[config.mk]
export PLATFORM = sky130hd
export DESIGN_NAME = param_call_stack
export DESIGN_NICKNAME = d
export VERILOG_FILES = /design/src/rtl/param_call_stack.sv
export SDC_FILE = /design/constraint.sdc
export NUM_CORES = 1
export LEC_CHECK = 0
export CORE_ASPECT_RATIO = 1.4
export CORE_MARGIN = 4
export CORE_UTILIZATION = 50
export CTS_CLUSTER_SIZE = 16
export DETAILED_ROUTE_END_ITERATION = 12
export PLACE_DENSITY = 0.7
export SYNTH_ARGS = -nofsm -noshare
export SYNTH_HDL_FRONTEND = slang
export SYNTH_SLANG_ARGS = --single-unit
[constraint.sdc]
create_clock -name clk -period 3.95 [get_ports clk]
set_input_delay 0.79 -clock clk [delete_from_list [all_inputs] [get_ports clk]]
set_output_delay 0.79 -clock clk [all_outputs]
set_load 0.05 [all_outputs]
[src/rtl/param_call_stack.sv]
// Return-address LIFO for the MCU sequencer: configurable width/depth, replace-top,
// sticky overflow/underflow flags, reject-or-wrap overflow policy and synchronous flush.
module param_call_stack #(
  parameter int DW   = 11,
  parameter int AW   = 4,
  parameter bit WRAP = 1'b0
) (
  input  logic          clk,
  input  logic          rst,
  input  logic          push,
  input  logic          pop,
  input  logic          flush,
  input  logic          err_clr,
  input  logic [DW-1:0] din,
  output logic [DW-1:0] dout,
  output logic [AW:0]   count,
  output logic          empty,
  output logic          full,
  output logic          overflow,
  output logic          underflow
);

  localparam int DEPTH = 1 << AW;
  localparam logic [AW:0]   CNT_FULL = (AW+1)'(DEPTH);
  localparam logic [AW:0]   CNT_ONE  = (AW+1)'(1);
  localparam logic [AW-1:0] PTR_ONE  = AW'(1);

  logic [DW-1:0] mem [DEPTH];
  logic [AW-1:0] top, top_next, wr_addr;
  logic [AW:0]   cnt_next;
  logic          wr_en, ovf_evt, unf_evt;

  assign empty = (count == '0);
  assign full  = (count == CNT_FULL);
  // Gating on empty keeps a stale top from ever reaching the PC mux.
  assign dout  = empty ? '0 : mem[top];

  always_comb begin
    top_next = top;
    cnt_next = count;
    wr_en    = 1'b0;
    wr_addr  = top + PTR_ONE;
    ovf_evt  = 1'b0;
    unf_evt  = 1'b0;
    if (flush) begin
      top_next = '1;
      cnt_next = '0;
    end else if (push && pop) begin
      if (empty) begin
        // Pop half underflows; the push half still lands as the only entry.
        unf_evt  = 1'b1;
        wr_en    = 1'b1;
        top_next = top + PTR_ONE;
        cnt_next = CNT_ONE;
      end else begin
        wr_en   = 1'b1;
        wr_addr = top;
      end
    end else if (push) begin
      if (!full) begin
        wr_en    = 1'b1;
        top_next = top + PTR_ONE;
        cnt_next = count + CNT_ONE;
      end else begin
        ovf_evt = 1'b1;
        if (WRAP) begin
          wr_en    = 1'b1;
          top_next = top + PTR_ONE;
        end
      end
    end else if (pop) begin
      if (!empty) begin
        top_next = top - PTR_ONE;
        cnt_next = count - CNT_ONE;
      end else begin
        unf_evt = 1'b1;
      end
    end
  end

  always_ff @(posedge clk) begin
    if (rst) begin
      top       <= '1;
      count     <= '0;
      overflow  <= 1'b0;
      underflow <= 1'b0;
    end else begin
      top       <= top_next;
      count     <= cnt_next;
      // A fresh error wins over a simultaneous clear.
      overflow  <= ovf_evt | (overflow & ~err_clr);
      underflow <= unf_evt | (underflow & ~err_clr);
    end
  end

  always_ff @(posedge clk) begin
    if (!rst && wr_en) mem[wr_addr] <= din;
  end

endmodule
Fig. 1: run 1, signal wires by layer
(4 px per µm) Only two layers are drawn.
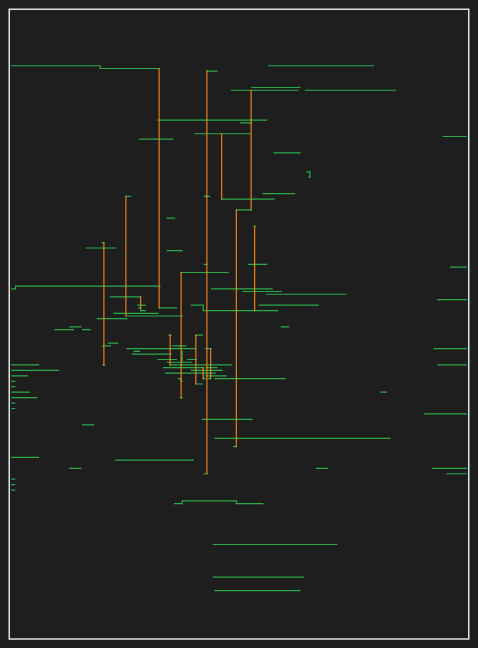
legend:
  orange:
    layer: met4
    wire_length: 411 µm
  green:
    layer: met3
    wire_length: 828 µm

Fig. 2: run 1, met2 routing
(2 px per µm) Cells faint in the background.
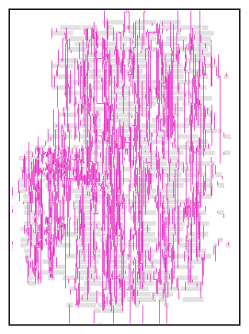
main direction: vertical
wire length on this layer: 9200 µm
overall via count from detail_route: 4311
final routed wirelength across all metal layers: 17200 µm
global routing usage on met2: 0.342

Fig. 3: run 1, nets reached from selected ports
(2 px per µm)
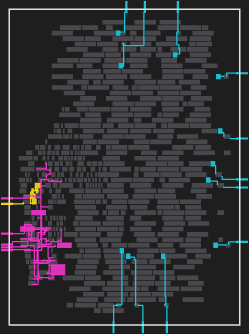
legend:
  magenta:
    port: count
    direction: output
    end_cells: 5
    buffers: 5
    wire: 411 µm
  yellow:
    port: flush
    direction: input
    end_cells: 5
    buffers: 1
    wire: 22.7 µm
  cyan:
    port: dout
    direction: output
    end_cells: 11
    buffers: 11
    wire: 248 µm

==> impl_results.html, run 1 <==
<h3>Flow metrics</h3>
<table>
<tr><th>Metric</th><th>Value</th></tr>
<tr><th colspan="2">Run status</th></tr>
<tr><td>Outcome</td><td>finished, final reports clean</td></tr>
<tr><th colspan="2">Finish</th></tr>
<tr><td>Fill cell total of the finished layout</td><td>1100</td></tr>
<tr><td>Commonest cells after routing, fill and taps aside</td><td>sky130_fd_sc_hd__edfxtp_1 (176), sky130_fd_sc_hd__mux4_2 (56), sky130_fd_sc_hd__buf_4 (37)</td></tr>
<tr><td>Proportion of cell area occupied by registers</td><td>0.605</td></tr>
<tr><td>Layout-stage area growth over the synthesis result</td><td>16.5%</td></tr>
<tr><th colspan="2">Clocking</th></tr>
<tr><td>Worst-path clk slew</td><td>0.07 ns</td></tr>
<tr><td>Deepest level of the CTS H-tree</td><td>4</td></tr>
<tr><td>CTS Root Cell</td><td>sky130_fd_sc_hd__clkbuf_16</td></tr>
<tr><th colspan="2">Global route</th></tr>
<tr><td>Via count of the first global-routing pass</td><td>4379</td></tr>
<tr><td>Leftover overflow at the end of global routing</td><td>0</td></tr>
<tr><th colspan="2">Detailed routing</th></tr>
<tr><td>Detailed-router iteration count before antenna repair</td><td>5</td></tr>
<tr><td>Number of DRC violations after detailed routing</td><td>0</td></tr>
<tr><th colspan="2">Power</th></tr>
<tr><td>Power dissipated in the clock network</td><td>1.73 mW</td></tr>
<tr><td>Largest power group</td><td>registers</td></tr>
<tr><td>Switching power as a share of total power</td><td>0.251</td></tr>
<tr><td>Worst vdd rail ir drop</td><td>0.000328 V</td></tr>
<tr><td>P_seq</td><td>2.28 mW</td></tr>
<tr><td>Fraction of power consumed by the clock network</td><td>0.387</td></tr>
<tr><th colspan="2">Worst setup path</th></tr>
<tr><td>Critical path fanouts, max</td><td>14</td></tr>
<tr><td>Critical Path End Type</td><td>output port</td></tr>
<tr><td>Worst r2r dst</td><td>mem[6][0]$_DFFE_PP_</td></tr>
<tr><th colspan="2">Floorplanning</th></tr>
<tr><td>Die Span X</td><td>114 µm</td></tr>
<tr><th colspan="2">Flow run</th></tr>
<tr><td>Count of maximum capacitance violations</td><td>0</td></tr>
<tr><td>Number of warnings the tools reported</td><td>27</td></tr>
<tr><th colspan="2">Min path</th></tr>
<tr><td>Origin of the worst min-delay path</td><td>underflow$_SDFF_PP0_</td></tr>
<tr><td>Classification of the worst-slack hold path</td><td>register to register</td></tr>
<tr><td>Worst hold path endpoint</td><td>underflow$_SDFF_PP0_</td></tr>
<tr><th colspan="2">Synth</th></tr>
<tr><td>Avg Synthesized Cell Area</td><td>18.5 µm²</td></tr>
<tr><td>Count of warnings emitted by yosys</td><td>0</td></tr>
<tr><td>Seq share, synth</td><td>0.704</td></tr>
<tr><th colspan="2">Timing</th></tr>
<tr><td>Unrepaired setup endpoints after global routing</td><td>false</td></tr>
<tr><td>Relative max-transition margin</td><td>0.490</td></tr>
</table>
run 1: state kept, by name, indices dropped and copies added, names as in the netlist, named ones only:
signal,flops
underflow,1
mem,176
top,4
count,5
overflow,1
run 1: cell usage after synthesis, drive strengths merged, types with 3 or more instances:
library cell,number
o211ai,6
a21o,4
xnor2,5
nand3,6
nor2,30
a211oi,3
inv,8
mux4,56
dfxtp,15
nor2b,13
mux2i,5
nand2,18
o21ai,14
nor3,6
ha,5
clkbuf,9
a21oi,9
a21boi,3
buf,13
edfxtp,176
run 1: routing by layer:
metal  up-vias  track usage  part of all wire
met3        31       0.0423             0.048
met1      2247        0.264              0.39
met2       164        0.342              0.54
li1       1869            -                 -
met5         -            0                 0
met4         0       0.0662             0.024
==> inputs of run 2 (changes only) <==
Clock period 3.95 ns to 4.71 ns, I/O delays scaled along.
==> run 2 against run 1 <==
  * Non-clock buffer count decreased by 2
  * Highest routed layer unchanged
  * Clock power decreased by 13%
  * Area after synthesis unchanged
  * Clock skew decreased by 0.0054 ns
  * Wire length decreased by 2.9%
  * Die area unchanged
  * Count of clock-buffer cells in the layout increased by 2
  * Global-route usage decreased by 0.31 points
  * Hold slack got worse by 0.0045 ns
  * Design area increased by 0.16%
==> impl_results.html, run 2 <==
<h3>Flow metrics</h3>
<table>
<tr><th>Metric</th><th>Value</th></tr>
<tr><th colspan="2">Run status</th></tr>
<tr><td>Outcome</td><td>finished, final reports clean</td></tr>
<tr><th colspan="2">Global route</th></tr>
<tr><td>Via count of the first global-routing pass</td><td>4346</td></tr>
<tr><td>Met1 track demand over resource</td><td>0.263</td></tr>
<tr><td>Leftover overflow at the end of global routing</td><td>0</td></tr>
<tr><th colspan="2">Synth</th></tr>
<tr><td>Seq share, synth</td><td>0.704</td></tr>
<tr><td>Top cell types by occurrence after synthesis</td><td>sky130_fd_sc_hd__edfxtp_1 (176), sky130_fd_sc_hd__mux4_2 (56), sky130_fd_sc_hd__nor2_1 (30)</td></tr>
<tr><td>Most popular library cell in the synthesized design by count</td><td>sky130_fd_sc_hd__edfxtp_1</td></tr>
<tr><td>Count of warnings emitted by yosys</td><td>0</td></tr>
<tr><th colspan="2">Flow run</th></tr>
<tr><td>Number of warnings the tools reported</td><td>27</td></tr>
<tr><th colspan="2">Finish</th></tr>
<tr><td>Layout-stage area growth over the synthesis result</td><td>16.7%</td></tr>
<tr><td>Fill cell total of the finished layout</td><td>1103</td></tr>
<tr><td>Number of flip-flops under the largest register name</td><td>176</td></tr>
<tr><td>Commonest cells after routing, fill and taps aside</td><td>sky130_fd_sc_hd__edfxtp_1 (176), sky130_fd_sc_hd__mux4_2 (56), sky130_fd_sc_hd__clkdlybuf4s50_1 (36)</td></tr>
<tr><td>Top reg by flops</td><td>mem</td></tr>
<tr><td>Regs by FF count</td><td>mem (176), count (5), top (4)</td></tr>
<tr><th colspan="2">Detailed routing</th></tr>
<tr><td>Length of routed met2 wiring</td><td>8780 µm</td></tr>
<tr><td>Overall via count from detail_route</td><td>4263</td></tr>
<tr><td>Wire length on met1</td><td>6530 µm</td></tr>
<tr><td>Final routed wirelength across all metal layers</td><td>16700 µm</td></tr>
<tr><td>Detailed-router iteration count before antenna repair</td><td>5</td></tr>
<tr><th colspan="2">Clocking</th></tr>
<tr><td>CTS Root Cell</td><td>sky130_fd_sc_hd__clkbuf_16</td></tr>
<tr><td>Worst-path clk slew</td><td>0.07 ns</td></tr>
<tr><td>Deepest level of the CTS H-tree</td><td>4</td></tr>
<tr><th colspan="2">Worst setup path</th></tr>
<tr><td>Worst r2r dst</td><td>mem[7][7]$_DFFE_PP_</td></tr>
<tr><td>Critical path fanouts, max</td><td>33</td></tr>
<tr><th colspan="2">Power</th></tr>
<tr><td>Worst vdd rail ir drop</td><td>0.000242 V</td></tr>
<tr><th colspan="2">Min path</th></tr>
<tr><td>Origin of the worst min-delay path</td><td>underflow$_SDFF_PP0_</td></tr>
<tr><td>Worst hold path endpoint</td><td>underflow$_SDFF_PP0_</td></tr>
</table>
==> run 2: power by group <==
part | internal, mW | leakage (nW) | total [mW] | switching (mW)
Sequential | 1.87 | 1.71 | 1.90 | 0.0279
Combinational | 0.174 | 1.09 | 0.403 | 0.229
Clock | 0.863 | 0.305 | 1.50 | 0.637
Total | 2.91 | 3.10 | 3.80 | 0.893
==> run 2: layout make-up <==
class	count	area [µm²]	share of cell area
Sequential cell	191	5590	0.603
Multi-Input combinational cell	209	2210	0.239
Timing Repair Buffer	62	568	0.0613
Clock buffer	19	443	0.0478
Tap cell	196	245	0.0265
Clock inverter	13	173	0.0186
Inverter	8	30.0	0.00324
Fig. 4: run 2, the clock network
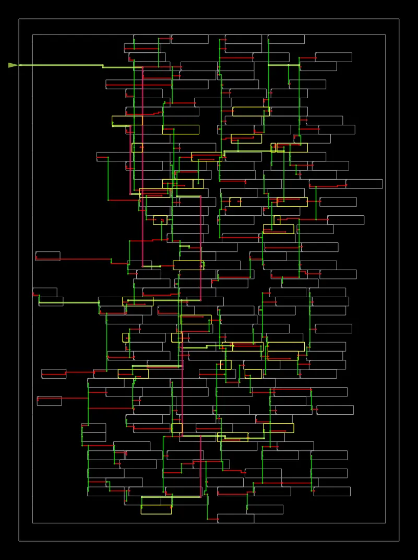
worst clock skew on the final layout: 0.00856 ns
power dissipated in the clock network: 1.50 mW
count of clock tree sinks: 191
Layout clock buffers: 19
worst-skew pair later-pin latency: 0.43 ns

Fig. 5: run 2, nets reached from selected ports
(2 px per µm)
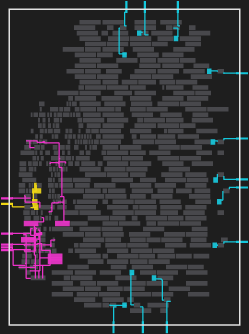
legend:
  cyan:
    port: dout
    direction: output
    end_cells: 11
    buffers: 11
    wire: 181 µm
  magenta:
    port: count
    direction: output
    end_cells: 5
    buffers: 5
    wire: 375 µm
  yellow:
    port: flush
    direction: input
    end_cells: 5
    buffers: 1
    wire: 23.9 µm

Fig. 6: run 2, met2 routing
(2 px per µm) Cells faint in the background.
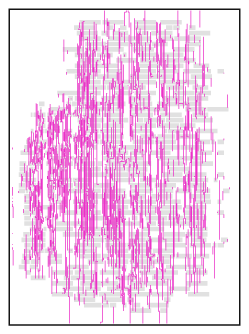
wire length on this layer: 8780 µm
longest straight run: 57.8 µm
share of all routed wire: 53%
main direction: vertical

==> inputs of run 3 (changes only) <==
Settings changed: ABC_AREA from default to 0, HOLD_SLACK_MARGIN from default to 0.03.
Clock period 4.71 ns to 5.3 ns, I/O delays scaled along.
==> run 3 against run 2 <==
  * Sequential share of layout area rose by 0.59 points
  * Count of clock-buffer cells in the layout fell by 1
  * Die area did not move
  * Largest cell class unchanged
  * First-iteration DRC count rose by 7.1%
  * Critical path type unchanged
  * Clock power fell by 18%
==> impl_results.html, run 3 <==
<h3>Flow metrics</h3>
<table>
<tr><th>Metric</th><th>Value</th></tr>
<tr><th colspan="2">Run status</th></tr>
<tr><td>Outcome</td><td>finished, final reports clean</td></tr>
<tr><th colspan="2">Synth</th></tr>
<tr><td>Seq share, synth</td><td>0.704</td></tr>
<tr><td>Top cell types by occurrence after synthesis</td><td>sky130_fd_sc_hd__edfxtp_1 (176), sky130_fd_sc_hd__mux4_2 (56), sky130_fd_sc_hd__nor2_1 (30)</td></tr>
<tr><td>Avg Synthesized Cell Area</td><td>18.5 µm²</td></tr>
<tr><td>Count of warnings emitted by yosys</td><td>0</td></tr>
<tr><td>Most popular library cell in the synthesized design by count</td><td>sky130_fd_sc_hd__edfxtp_1</td></tr>
<tr><th colspan="2">Power</th></tr>
<tr><td>Comb power frac</td><td>0.105</td></tr>
<tr><td>Switching power as a share of total power</td><td>0.234</td></tr>
<tr><td>Power in combinational cells</td><td>0.344 mW</td></tr>
<tr><td>Worst vdd rail ir drop</td><td>0.000228 V</td></tr>
<tr><td>Fraction of power consumed by the clock network</td><td>0.376</td></tr>
<tr><td>Power dissipated in the clock network</td><td>1.23 mW</td></tr>
<tr><td>Largest power group</td><td>registers</td></tr>
<tr><td>Power Internal</td><td>2.51 mW</td></tr>
<tr><th colspan="2">Finish</th></tr>
<tr><td>Layout clock buffers</td><td>18</td></tr>
<tr><td>Fill cell total of the finished layout</td><td>1139</td></tr>
<tr><td>Count of non-CTS inverters in the layout</td><td>8</td></tr>
<tr><td>Top reg by flops</td><td>mem</td></tr>
<tr><td>Non-clock buffering overhead</td><td>0.0570</td></tr>
<tr><td>Regs by FF count</td><td>mem (176), count (5), top (4)</td></tr>
<tr><td>Seq cells</td><td>191</td></tr>
<tr><td>Sequential cell area in the final layout</td><td>5590 µm²</td></tr>
<tr><td>Clock network area share</td><td>0.0622</td></tr>
<tr><td>Commonest cells after routing, fill and taps aside</td><td>sky130_fd_sc_hd__edfxtp_1 (176), sky130_fd_sc_hd__mux4_2 (56), sky130_fd_sc_hd__clkdlybuf4s50_1 (36)</td></tr>
<tr><td>Comb_multi_in</td><td>209</td></tr>
<tr><td>Buffer count excluding the clock tree in the final layout</td><td>56</td></tr>
<tr><td>Proportion of cell area occupied by registers</td><td>0.609</td></tr>
<tr><th colspan="2">Worst setup path</th></tr>
<tr><td>Critical Path End Type</td><td>output port</td></tr>
<tr><td>Worst r2r dst</td><td>mem[8][5]$_DFFE_PP_</td></tr>
<tr><th colspan="2">Floorplanning</th></tr>
<tr><td>Die Span X</td><td>114 µm</td></tr>
<tr><th colspan="2">Min path</th></tr>
<tr><td>Worst hold path endpoint</td><td>underflow$_SDFF_PP0_</td></tr>
<tr><td>Classification of the worst-slack hold path</td><td>register to register</td></tr>
<tr><th colspan="2">Flow run</th></tr>
<tr><td>Number of warnings the tools reported</td><td>27</td></tr>
<tr><td>Count of maximum capacitance violations</td><td>0</td></tr>
<tr><th colspan="2">Clocking</th></tr>
<tr><td>Worst-skew pair later-pin latency</td><td>0.43 ns</td></tr>
<tr><td>Count of clock tree sinks</td><td>191</td></tr>
<tr><th colspan="2">Timing</th></tr>
<tr><td>Relative max-transition margin</td><td>0.362</td></tr>
<tr><td>Worst clock skew on the final layout</td><td>0.0105 ns</td></tr>
<tr><th colspan="2">Global route</th></tr>
<tr><td>Global routing usage on met2</td><td>0.346</td></tr>
<tr><th colspan="2">Detailed routing</th></tr>
<tr><td>Detailed-router iteration count before antenna repair</td><td>5</td></tr>
</table>
run 3: cell counts after synthesis:
Identical to the previous run, type by type.
run 3: per-layer routing:
layer / wire length (µm) / vias to the layer above
met3: 888 / 26
met2: 8910 / 160
met4: 340 / 0
li1: - / 1854
met5: 0 / -
met1: 6490 / 2164
run 3: cell families (layout without fill, tap and decap cells):
| group | count (synthesis) | in the layout | synth area share |
|---|---|---|---|
| muxes | 61 | 61 | 0.165 |
| AOI/OAI and AO/OA | 51 | 51 | 0.0438 |
| adders and majority gates | 6 | 6 | 0.0104 |
| and+or+nand+nor | 86 | 86 | 0.0541 |
| DFF | 191 | 191 | 0.704 |
| buffers and inverters | 30 | 96 | 0.0173 |
| xor gates and xnor gates | 5 | 5 | 0.00552 |
Fig. 7: run 3, signal wires by layer
(4 px per µm) Only two layers are drawn.
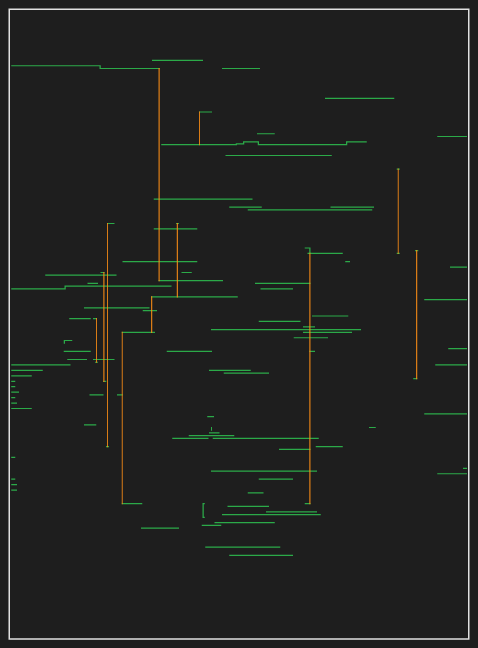
legend:
  orange:
    layer: met4
    wire_length: 341 µm
  green:
    layer: met3
    wire_length: 888 µm

Fig. 8: run 3, met2 routing
(2 px per µm) Cells faint in the background.
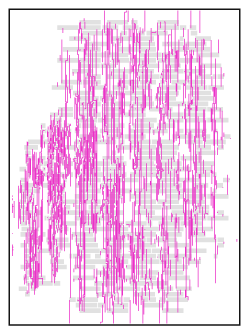
wire length on this layer: 8910 µm
longest straight run: 70.7 µm
nets with wire on the layer: 464
main direction: vertical

Fig. 9: run 3, layout detail
Window x 76 to 96, y 108 to 128 µm. Cells in gray, sequential cells in the stronger gray; small squares are vias.
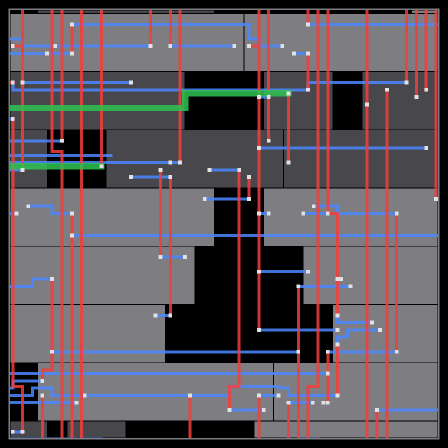
legend:
  red:
    layer: met2
  green:
    layer: met3
  blue:
    layer: met1
netlist names of flops here include: mem (9)
sequential cells in the window: 9
most frequent: edfxtp_1 (9), clkbuf_16 (2)
cells with their middle in the window: 14

Power figures rest on the tool's default switching activity, not on a simulated workload.
